===== config.mk =====
export PLATFORM = sky130hd
export DESIGN_NAME = vga_dither_out
export DESIGN_NICKNAME = d
export VERILOG_FILES = /design/src/rtl/vga_dither_out.sv
export SDC_FILE = /design/constraint.sdc
export NUM_CORES = 1
export LEC_CHECK = 0
export CORE_MARGIN = 5
export CORE_UTILIZATION = 25
export CTS_BUF_LIST = sky130_fd_sc_hd__clkbuf_8 sky130_fd_sc_hd__clkbuf_16
export DETAILED_ROUTE_END_ITERATION = 8
export MAX_ROUTING_LAYER = met4
export PLACE_DENSITY = 0.61
export SYNTH_ARGS = -nofsm -noshare
export SYNTH_HDL_FRONTEND = slang
export SYNTH_SLANG_ARGS = --single-unit

===== constraint.sdc =====
create_clock -name i_clk -period 2.75 [get_ports i_clk]
set_clock_uncertainty 0.2 [all_clocks]
set_input_delay 0.4125 -clock i_clk [delete_from_list [all_inputs] [get_ports i_clk]]
set_output_delay 0.4125 -clock i_clk [all_outputs]
set_load 0.02 [all_outputs]

===== src/rtl/vga_dither_out.sv =====
// rtl/vga_dither_out.sv - VGA output stage: 4x4 ordered dither to 3-bit DAC, 2-cycle aligned syncs
module vga_dither_out #(
    parameter bit DITHER_EN = 1'b1,
    parameter bit TEMPORAL  = 1'b1,
    parameter bit SYNC_IDLE = 1'b1
) (
    input  logic       i_clk,
    input  logic       i_rst,
    input  logic       i_hsync,
    input  logic       i_vsync,
    input  logic       i_visible,
    input  logic [9:0] i_hpos,
    input  logic [9:0] i_vpos,
    input  logic [7:0] i_r,
    input  logic [7:0] i_g,
    input  logic [7:0] i_b,
    output logic       o_vga_hsync,
    output logic       o_vga_vsync,
    output logic [2:0] o_vga_r,
    output logic [2:0] o_vga_g,
    output logic [2:0] o_vga_b,
    output logic [1:0] o_frame
);

    logic [1:0] frame;
    logic       frame_start;
    logic [1:0] phase;
    logic [1:0] col;
    logic [1:0] row;
    logic [3:0] thresh;

    logic       s1_hsync;
    logic       s1_vsync;
    logic       s1_visible;
    logic [6:0] s1_r;
    logic [6:0] s1_g;
    logic [6:0] s1_b;
    logic [3:0] s1_t;

    // The LSB is below the dither resolution and never affects the output.
    logic unused_lsb;
    assign unused_lsb = ^{i_r[0], i_g[0], i_b[0]};

    assign frame_start = (i_hpos == 10'd0) && (i_vpos == 10'd0);
    assign o_frame     = frame;

    // Round up when the dropped fraction beats the threshold, never past full scale.
    function automatic logic [2:0] quantise(input logic [6:0] v, input logic [3:0] t);
        logic [2:0] q;
        q = v[6:4];
        if (DITHER_EN && (v[3:0] > t) && (q != 3'd7)) begin
            quantise = q + 3'd1;
        end else begin
            quantise = q;
        end
    endfunction

    // Frame phase: the (0,0) pixel already belongs to the new frame.
    always_comb begin
        phase = 2'd0;
        if (TEMPORAL) begin
            phase = frame_start ? (frame + 2'd1) : frame;
        end
        col = i_hpos[1:0] + {phase[0], 1'b0};
        row = i_vpos[1:0] + {phase[1], 1'b0};
    end

    // 4x4 Bayer matrix lookup indexed by {row, col}.
    always_comb begin
        thresh = 4'd0;
        case ({row, col})
            4'd0:  thresh = 4'd0;
            4'd1:  thresh = 4'd8;
            4'd2:  thresh = 4'd2;
            4'd3:  thresh = 4'd10;
            4'd4:  thresh = 4'd12;
            4'd5:  thresh = 4'd4;
            4'd6:  thresh = 4'd14;
            4'd7:  thresh = 4'd6;
            4'd8:  thresh = 4'd3;
            4'd9:  thresh = 4'd11;
            4'd10: thresh = 4'd1;
            4'd11: thresh = 4'd9;
            4'd12: thresh = 4'd15;
            4'd13: thresh = 4'd7;
            4'd14: thresh = 4'd13;
            default: thresh = 4'd5;
        endcase
    end

    // Frame counter advances on the first pixel of each frame.
    always_ff @(posedge i_clk) begin
        if (i_rst) begin
            frame <= 2'd0;
        end else if (frame_start) begin
            frame <= frame + 2'd1;
        end
    end

    // Stage 1: capture syncs, visibility, colour and the pixel's threshold.
    always_ff @(posedge i_clk) begin
        if (i_rst) begin
            s1_hsync   <= SYNC_IDLE;
            s1_vsync   <= SYNC_IDLE;
            s1_visible <= 1'b0;
            s1_r       <= 7'd0;
            s1_g       <= 7'd0;
            s1_b       <= 7'd0;
            s1_t       <= 4'd0;
        end else begin
            s1_hsync   <= i_hsync;
            s1_vsync   <= i_vsync;
            s1_visible <= i_visible;
            s1_r       <= i_r[7:1];
            s1_g       <= i_g[7:1];
            s1_b       <= i_b[7:1];
            s1_t       <= thresh;
        end
    end

    // Stage 2: quantise to DAC width, blank outside active video, forward syncs.
    always_ff @(posedge i_clk) begin
        if (i_rst) begin
            o_vga_hsync <= SYNC_IDLE;
            o_vga_vsync <= SYNC_IDLE;
            o_vga_r     <= 3'd0;
            o_vga_g     <= 3'd0;
            o_vga_b     <= 3'd0;
        end else begin
            o_vga_hsync <= s1_hsync;
            o_vga_vsync <= s1_vsync;
            o_vga_r     <= s1_visible ? quantise(s1_r, s1_t) : 3'd0;
            o_vga_g     <= s1_visible ? quantise(s1_g, s1_t) : 3'd0;
            o_vga_b     <= s1_visible ? quantise(s1_b, s1_t) : 3'd0;
        end
    end

endmodule


Figure 1. Wires at chosen ports, followed through buffers.
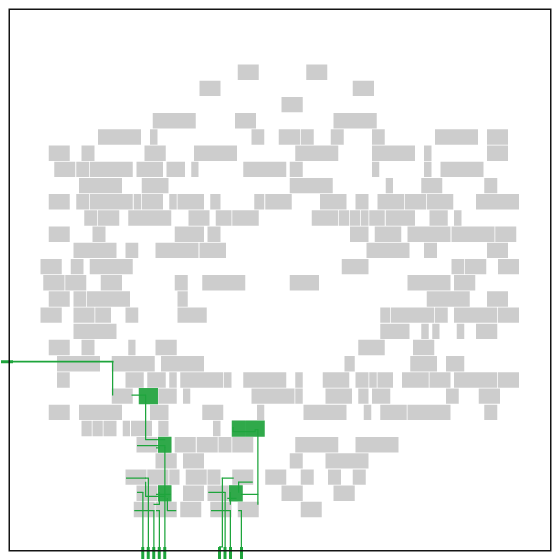
Green is i_vpos, direction input, edge 9 south, 1 west, end cells 6, buffers 10, wire 184 um.
IO Count: 62
Port-buffer cells: 58

==> results.cfg <==
; physical design summary
[place]
dp.final_hpwl_mm = 2.551
detailed_place.area_um2 = 2297
preCtsSetupSlack_ps = 534.6
finalWeightedCongestion = 0.6799

[yosys]
dominantRegCellSynth = dfxtp_1
synth-seq-cells = 41
ys_async_sr_fraction_pct = 0
synthesis.area_per_instance_um2 = 10.50
chip_area_line_of_the_yosys_report_um2 = 1628
yosysSeqAreaShare_pct = 50.42
synthesis.instances = 155
yosysCellCount = 155
number_of_enable_flip_flop_cells = 0
postSynthNetCount = 222
netlist-cell-type-count = 24
yosysWarnings = 0
syn-cell-area_um2 = 1628

[final_layout]
largest_cell_class = sequential cells
seq_cell_count = 41
layout.nonclk_buf_share_pct = 24.71
area.share.sequential_pct = 34.49
layout.non_clock_inverters = 9
drive_above_1_share_pct = 5.963
design.final.nets = 284
logic_gate_count = 101
clock_buffer_cells = 5
fillers = 624
clock_tree_area_fraction_pct = 3.470
insertedDiodeCount = 0
fin_area_um2 = 2380
combAreaFraction_pct = 31.86
multi_input_comb_area_um2 = 758.2
final.signal_buffer_count = 59
syn2layout_area_growth_pct = 46.20
seqCellArea_um2 = 820.8

[drt]
drt.antenna.violating_nets = 0
wl_per_cell_um = 11.20
vias = 1223
dr.pass1.iters = 4
drc_errors = 0
via_per_inst = 4.146
drt_wl_total_mm = 3.303
dr.first_iter.drc_count = 22

[sta]
setup_viol = 0
finalCriticalPeriod_ps = 1910
worst_max_slew_margin_expressed_relative_to_the_limit_pct = 70.94
worst_hold_slack_ps = 219.1
finalMaxSlewViolations = 0
report.final.hold_viol_count = 0
rsz0062_at_grt = no
layout_worst_path_cycle_share_pct = 69.47
postLayoutSetupSlackWorst_ps = 839.6
maximum_frequency_from_static_timing_analysis_mhz = 523.5
max_slew.worst_pin.slew_ps = 435.9
tns_ps = 0

[setup_path]
worst-r2r-cell-count = 6
worst-r2r-setup-slack_ps = 890
timing.critical_path.from = i_vpos[0]
worstPathRequired_ps = 2720
regToRegStartpoint = s1_t[3]$_SDFF_PP0_
worstPathArrival_ps = 1880
setup.worst_path.end = o_frame[1]$_SDFF_PP0_
max_stage_delay_ps = 450
timing.critical_path.slowest_stage_cell = clkdlybuf4s50_1
worst-path-max-fanout = 4
path_cells = clkdlybuf4s50_1 > nor4_1 > nand3_1 > nor3_2 > xnor2_1 > nor2_1
timing.critical_path.from_type = primary input
critical_path.reg2reg.endpoint = o_vga_g[2]$_SDFF_PP0_
worstSetupEndpointType = register
timing_worst_setup_path_type = in -> reg

[cts]
cts_tree = done
cts-hold-fix-buffers = 0
cts_inserted_buffers = 5
root_buffer = clkbuf_8
cts_setup_buffers = 0
cts-resized-gates = 0
htree_levels = 2
path_clk_slew_ps = 70
cts_buffer_depth = 2
clock_tree_sinks = 41

[power_and_ir_drop]
total_leakage_power_nw = 0.9595
post-layout-total-power_mw = 1.207
irDropWorstVdd_v = 0.0002414
power_density_nw_per_um2 = 507.2

[grt]
number_of_global_route_vias_before_repair = 1283
grt_first_pass_wirelength_mm = 5.568
largest_net_degree_at_the_start_of_global_routing = 33
grt.total_usage_pct = 8.649
grt.overflow.total = 0
antenna_found_initial = 0

[flow_run]
stage_log_warnings = 29
maxCapViolations = 0

[floorplanning]
floorplan_row_count = 29
floorplan.initialDensity_pct = 25.64
die_height_um = 90.69
tap_cells = 77
die_area_um2 = 8225
die_width_um = 90.69
placeableCoreArea_um2 = 6350

[min_path]
min_path_type = reg -> reg

[status]
outcome = completed
Figure 2. Clock network drawn from the DEF.
The bar under the picture is 20 um long.
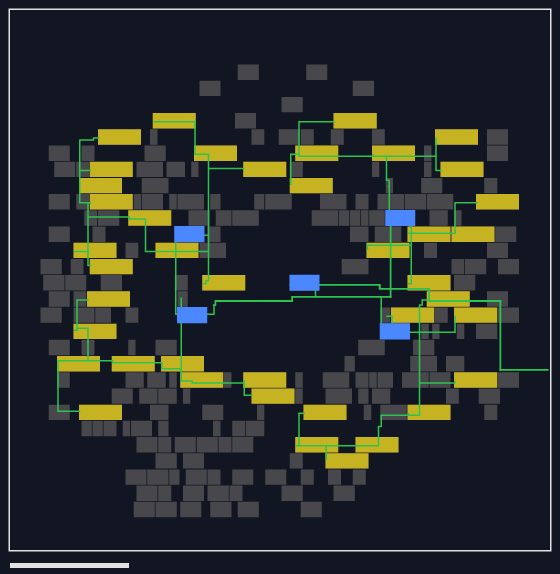
Green is clock wires, length 493 um. Yellow is flip-flops, count 41. Blue is clock-net drivers, count 5.
There are 6 routed clock nets.
clock group power: 0.364 mW
clock network fraction of total power: 30.2%
clock latency on the worst-skew pair: 280 ps

## synthesized netlist by cell type (3+ instances only)
library cell / instances / area [um2]
clkbuf_1: 3 / 11.26
nor2b_1: 24 / 150.1
a21oi_1: 5 / 25.02
mux2i_1: 6 / 60.06
nor2_1: 13 / 48.80
nor4_1: 5 / 31.28
inv_1: 9 / 33.78
xnor2_1: 7 / 61.31
ha_1: 18 / 225.2
nand3_1: 3 / 15.01
dfxtp_1: 41 / 820.8
or2_2: 4 / 25.02
## how the worst min path moves through the flow
stage | from | endpoint | slack, ps | depth (start not counted)
2_1_floorplan | s1_hsync$_SDFF_PP1_ | o_vga_hsync$_SDFF_PP1_ | 190 | 1
3_3_place_gp | s1_hsync$_SDFF_PP1_ | o_vga_hsync$_SDFF_PP1_ | 190 | 1
3_5_place_dp | s1_vsync$_SDFF_PP1_ | o_vga_vsync$_SDFF_PP1_ | 200 | 1
4_1_cts | s1_vsync$_SDFF_PP1_ | o_vga_vsync$_SDFF_PP1_ | 220 | 1
5_1_grt | s1_hsync$_SDFF_PP1_ | o_vga_hsync$_SDFF_PP1_ | 230 | 1
6_report | s1_vsync$_SDFF_PP1_ | o_vga_vsync$_SDFF_PP1_ | 220 | 1
## registers in the layout, summed over array words and instances (netlist names)
signal	cells
o_vga_g	3
o_vga_b	3
s1_b	7
s1_visible	1
s1_vsync	1
o_vga_vsync	1
o_frame	2
s1_hsync	1
o_vga_hsync	1
o_vga_r	3
s1_r	7
s1_t	4
s1_g	7
## cell usage in the layout (no fill, tap or decap)
cell type	n
a41o_1	1
dfxtp_1	41
nor4_1	5
or3_1	1
nor3_2	1
ha_1	18
nand3_1	3
mux2i_1	6
clkdlybuf4s50_1	58
a41oi_1	2
a21oi_1	5
xor2_1	2
inv_1	10
nand2b_1	1
buf_4	1
nor2_1	13
nand2_1	1
o21ai_0	2
o21a_1	2
clkinv_2	2
or2_2	4
clkbuf_8	5
o211ai_1	1
xnor2_1	7
nor2b_1	24
o22ai_1	2
## kinds of logic after synthesis
group	count (synthesis)	synth area share (%)
adders and majority gates	18	13.84
xor gates and xnor gates	9	4.843
and+or+nand+nor	53	18.22
AOI/OAI and AO/OA	15	5.995
DFF	41	50.42
buffers and inverters	13	2.997
muxes	6	3.690
## through the flow
| step | std cells | utilization [%] |
|---|---|---|
| 3_3_place_gp | 287 | 36.18 |
| 4_1_cts | 295 | 37.48 |
| 6_report | 295 | 37.48 |
| 2_1_floorplan | 155 | - |
| 3_5_place_dp | 287 | 36.18 |
| 5_1_grt | 295 | 37.48 |
## layer usage
metal / wire, um / vias up / share of wire [%] / track usage [%]
li1: - / 641 / - / -
met1: 1435 / 541 / 43 / 9.587
met2: 1565 / 35 / 47 / 13.86
met3: 264 / 6 / 8.0 / 3.750
met4: 38 / 0 / 1.2 / 2.978
met5: 0 / - / 0 / -
## critical path, delay by kind of cell
| family | cells | cell delay [ps] |
|---|---|---|
| xor gates and xnor gates | 1 | 150 |
| buffers and inverters | 1 | 450 |
| and+or+nand+nor | 4 | 860 |
## power breakdown
group	internal (mW)	switching [mW]
logic	0.129	0.0811
registers	0.622	0.0104
clock network	0.172	0.192
total	0.923	0.284
No activity file was given, so power comes from the tool's default toggle rates.
